--- config.mk ---
export PLATFORM = sky130hd
export DESIGN_NAME = sensor_poll_scheduler
export DESIGN_NICKNAME = d
export VERILOG_FILES = /design/src/rtl/sensor_poll_scheduler.sv
export SDC_FILE = /design/constraint.sdc
export NUM_CORES = 1
export LEC_CHECK = 0
export ABC_AREA = 1
export CORE_ASPECT_RATIO = 0.6
export CORE_MARGIN = 2
export CORE_UTILIZATION = 30
export DETAILED_ROUTE_END_ITERATION = 8
export PLACE_DENSITY = 0.61
export SYNTH_ARGS = -nofsm -noshare
export SYNTH_HDL_FRONTEND = slang
export SYNTH_SLANG_ARGS = --single-unit
--- constraint.sdc ---
create_clock -name clk -period 5 [get_ports clk]
set_input_delay 1.25 -clock clk [delete_from_list [all_inputs] [get_ports clk]]
set_output_delay 1.25 -clock clk [all_outputs]
set_load 0.005 [all_outputs]
--- src/rtl/sensor_poll_scheduler.sv ---
`timescale 1ns/1ps
// Measurement-cycle sequencer for the cold-storage node: paces DHT11 reads with timeout/retry,
// latches the last good sample, then strobes the LCD refresh and the UART telemetry transmit.
module sensor_poll_scheduler #(
  parameter int POLL_PERIOD_CYC = 2000000,
  parameter int DHT_TIMEOUT_CYC = 50000,
  parameter int RETRY_GAP_CYC   = 1000000,
  parameter int MAX_RETRY       = 3,
  parameter int LCD_PULSE_CYC   = 4,
  parameter int TX_TIMEOUT_CYC  = 200000,
  parameter int DATA_W          = 8
) (
  input  logic              clk,
  input  logic              rst_n,
  input  logic              poll_now,
  input  logic              dht_data_ready,
  input  logic [DATA_W-1:0] temperature_in,
  input  logic [DATA_W-1:0] humidity_in,
  input  logic              tx_msg_done,
  output logic              dht_en,
  output logic [DATA_W-1:0] temperature,
  output logic [DATA_W-1:0] humidity,
  output logic              data_valid,
  output logic              sensor_fault,
  output logic              lcd_en,
  output logic              en_tx,
  output logic              tx_err,
  output logic              busy
);

  localparam int MAX_AB   = (POLL_PERIOD_CYC > DHT_TIMEOUT_CYC) ? POLL_PERIOD_CYC : DHT_TIMEOUT_CYC;
  localparam int MAX_ABC  = (MAX_AB > RETRY_GAP_CYC) ? MAX_AB : RETRY_GAP_CYC;
  localparam int MAX_ABCD = (MAX_ABC > LCD_PULSE_CYC) ? MAX_ABC : LCD_PULSE_CYC;
  localparam int MAX_CYC  = (MAX_ABCD > TX_TIMEOUT_CYC) ? MAX_ABCD : TX_TIMEOUT_CYC;
  localparam int CNT_W    = $clog2(MAX_CYC) + 1;
  localparam int RTY_W    = $clog2(MAX_RETRY + 1);

  typedef enum logic [2:0] {
    S_IDLE,
    S_READ,
    S_GAP,
    S_LATCH,
    S_LCD,
    S_TX
  } state_t;

  // The counter holds the cycles remaining after the current one, so a phase of
  // N cycles is loaded with N-1 and ends in the cycle the counter reads zero.
  function automatic logic [CNT_W-1:0] span(input int cycles);
    return CNT_W'(cycles - 1);
  endfunction

  state_t            state, state_next;
  logic [CNT_W-1:0]  cnt, cnt_next, cnt_dec;
  logic [RTY_W-1:0]  retry, retry_next, retry_inc;
  logic              pending, pending_next;
  logic [DATA_W-1:0] temp_next, hum_next;
  logic              valid_next, fault_next, tx_err_next;
  logic              cnt_zero;

  assign cnt_zero  = (cnt == '0);
  assign cnt_dec   = cnt - CNT_W'(1);
  assign retry_inc = retry + RTY_W'(1);

  always_ff @(posedge clk or negedge rst_n) begin
    if (!rst_n) begin
      state        <= S_IDLE;
      cnt          <= span(POLL_PERIOD_CYC);
      retry        <= '0;
      pending      <= 1'b0;
      temperature  <= '0;
      humidity     <= '0;
      data_valid   <= 1'b0;
      sensor_fault <= 1'b0;
      tx_err       <= 1'b0;
    end else begin
      state        <= state_next;
      cnt          <= cnt_next;
      retry        <= retry_next;
      pending      <= pending_next;
      temperature  <= temp_next;
      humidity     <= hum_next;
      data_valid   <= valid_next;
      sensor_fault <= fault_next;
      tx_err       <= tx_err_next;
    end
  end

  always_comb begin
    state_next   = state;
    cnt_next     = cnt;
    retry_next   = retry;
    pending_next = pending;
    temp_next    = temperature;
    hum_next     = humidity;
    valid_next   = data_valid;
    fault_next   = sensor_fault;
    tx_err_next  = 1'b0;

    // Requests that arrive mid-cycle coalesce into one poll taken on return to IDLE.
    if (poll_now && (state != S_IDLE)) pending_next = 1'b1;

    case (state)
      S_IDLE: begin
        if (cnt_zero || pending || poll_now) begin
          state_next   = S_READ;
          cnt_next     = span(DHT_TIMEOUT_CYC);
          retry_next   = '0;
          pending_next = 1'b0;
        end else begin
          cnt_next = cnt_dec;
        end
      end

      S_READ: begin
        // A frame arriving in the final window cycle still counts as a success.
        if (dht_data_ready) begin
          state_next = S_LATCH;
          temp_next  = temperature_in;
          hum_next   = humidity_in;
          valid_next = 1'b1;
          fault_next = 1'b0;
        end else if (cnt_zero) begin
          retry_next = retry_inc;
          if (retry_inc < RTY_W'(MAX_RETRY)) begin
            state_next = S_GAP;
            cnt_next   = span(RETRY_GAP_CYC);
          end else begin
            state_next = S_IDLE;
            cnt_next   = span(POLL_PERIOD_CYC);
            fault_next = 1'b1;
          end
        end else begin
          cnt_next = cnt_dec;
        end
      end

      S_GAP: begin
        if (cnt_zero) begin
          state_next = S_READ;
          cnt_next   = span(DHT_TIMEOUT_CYC);
        end else begin
          cnt_next = cnt_dec;
        end
      end

      S_LATCH: begin
        state_next = S_LCD;
        cnt_next   = span(LCD_PULSE_CYC);
      end

      S_LCD: begin
        if (cnt_zero) begin
          state_next = S_TX;
          cnt_next   = span(TX_TIMEOUT_CYC);
        end else begin
          cnt_next = cnt_dec;
        end
      end

      S_TX: begin
        if (tx_msg_done) begin
          state_next = S_IDLE;
          cnt_next   = span(POLL_PERIOD_CYC);
        end else if (cnt_zero) begin
          state_next  = S_IDLE;
          cnt_next    = span(POLL_PERIOD_CYC);
          tx_err_next = 1'b1;
        end else begin
          cnt_next = cnt_dec;
        end
      end

      default: begin
        state_next = S_IDLE;
        cnt_next   = span(POLL_PERIOD_CYC);
      end
    endcase
  end

  // Strobes decode straight from the state register so reset clears them without a clock.
  assign dht_en = (state == S_READ);
  assign lcd_en = (state == S_LCD);
  assign en_tx  = (state == S_TX);
  assign busy   = (state != S_IDLE);

endmodule

Figure 1. Clock wiring as the flow saved it.
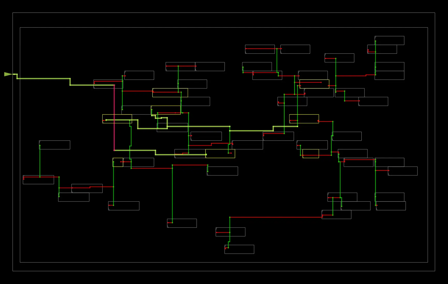
Layout Skew: 4.89 ps
Latency at later pin: 290 ps
clk sinks: 47
seq_cells: 47
clk_buf instances: 6

Figure 2. Placement by cell class.
Fill, decap, tap and diode cells in gray.
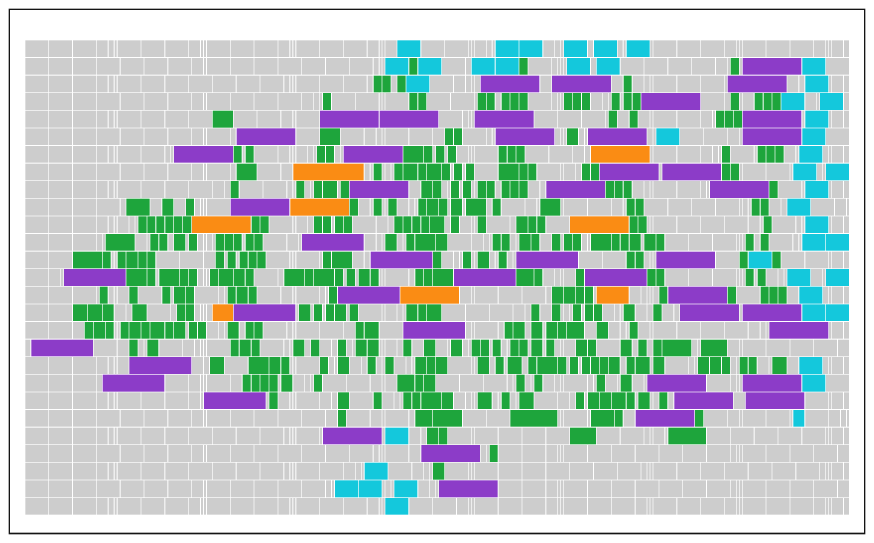
green -> remaining logic cells  # cells 366
purple -> registers  # cells 47
orange -> clock drivers and dummy loads  # cells 8
cyan -> remaining buffers and delay cells  # cells 43
post-layout util: 39.0%
flop share of the area: 32.7%

Figure 3. Met3 routing.
Bar = 50 um.
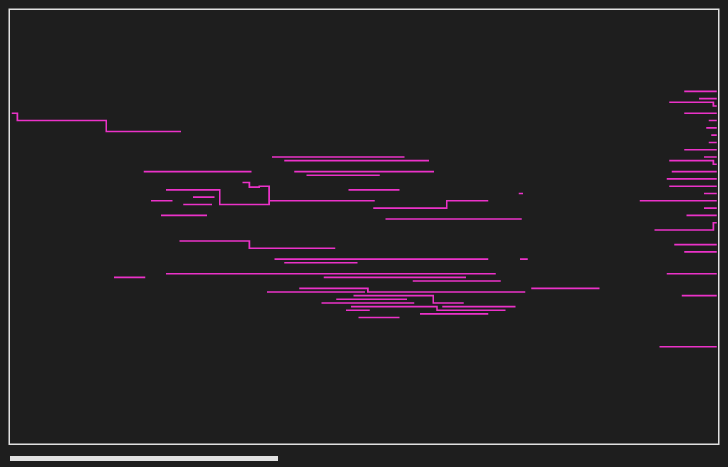
wire length on this layer = 803 um
nets with wire on the layer = 54
longest straight run = 61.2 um
main direction = horizontal
share of all routed wire = 9.8%
detailed-route via count: 2802
met3 Use GR: 4.56%
Total Routed Length: 8160 um

Figure 4. Signal wires on met1.
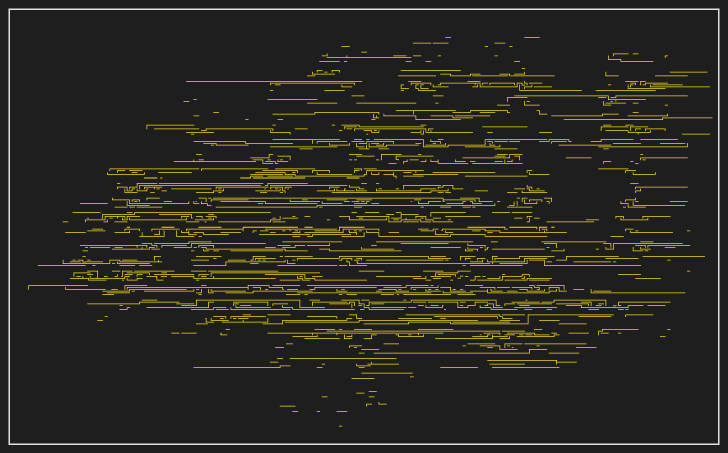
longest straight run = 42.8 um
main direction = horizontal
share of all routed wire = 51%
nets with wire on the layer = 440
met1 usage: 24.4%

==> flow_metrics.py <==
# Generated from Yosys and OpenROAD reports
metrics = {
    "cts": {
        "htree_levels": 2,
        "cts-hold-fix-buffers": 0,
        "numCtsBuffers": 5,
        "path_clk_slew_ps": 70,
        "postCtsResizedCells": 0,
    },
    "sta": {
        "period_minus_slack_ps": 3310,
        "hold_viol": 0,
        "holdWs_ps": 466,
        "rsz0062_at_grt": "no",
        "worst_pin_slew_ps": 1120,
    },
    "setup_path": {
        "cpLargestDelayFamily": "buffers and inverters",
        "critPathBufInv": 2,
        "rr_endpoint": "cnt[20]",
        "arrival_ps": 2060,
        "cp-end-kind": "primary output",
        "reg2reg_from": "state[0]",
        "ff2ff_path_depth": 10,
        "critPathCapture": "lcd_en",
        "crit_fanout": 7,
    },
    "yosys": {
        "ys_top_logic_family": "simple AND/OR/NAND/NOR gates",
        "synthAoiAreaFrac_pct": 7.77,
        "yosys.area_share.adder_pct": 1.27,
        "ys_sh_simple_pct": 37.7,
        "synth_cells": 422,
        "avgSynthCellArea_um2": 6.99,
        "ys_sh_mux_pct": 0,
        "largest_area_cell": "dfrtp_1",
        "synth_top_area_share_pct": 28.9,
        "yosysCellCount": 422,
    },
    "cells_and_area": {
        "antennaDiodeCount": 0,
        "largest_reg_flops": 22,
        "regMostFlops": "cnt",
        "drive_gt1_share_pct": 10.1,
    },
    "power": {
        "powerDensity_mw_per_mm2": 630,
        "pg_clk_uw": 406,
    },
    "floorplan": {
        "die-width_um": 132,
    },
    "min_path": {
        "min_from": "data_valid",
        "min_to": "data_valid",
    },
    "global_route": {
        "antenna_found_initial": 0,
        "globalRouteOverflowTotal": 0,
    },
    "route": {
        "ant_nets": 0,
        "drc": 0,
        "dr.max_layer_used": "met4",
    },
    "status": {
        "status": "finished clean",
    },
    "flow_run": {
        "drv_cap": 0,
    },
}
metrics by stage:
stage | cell area [um^2] | util (%) | total power (uW) | worst slack [ps] | std cells
after floorplan | 2950 | - | 1500 | 2800 | 422
after global placement | 3470 | 37.1 | 1870 | 1610 | 586
after detailed placement | 3470 | 37.1 | 1890 | 1560 | 586
after CTS | 3650 | 39.0 | 2300 | 1720 | 594
after global routing | 3650 | 39.0 | 2500 | 1620 | 594
final | 3650 | 39.0 | 2300 | 1690 | 594
final cells by class:
cell class	count	area (um^2)	area share [%]
Clock buffer	6	139	3.80
Sequential cell	47	1190	32.7
Tap cell	130	163	4.46
Inverter	46	174	4.76
Clock inverter	2	38.8	1.06
Multi-Input combinational cell	320	1520	41.6
Timing Repair Buffer	43	425	11.7
Power and IR drop assume default switching activity.
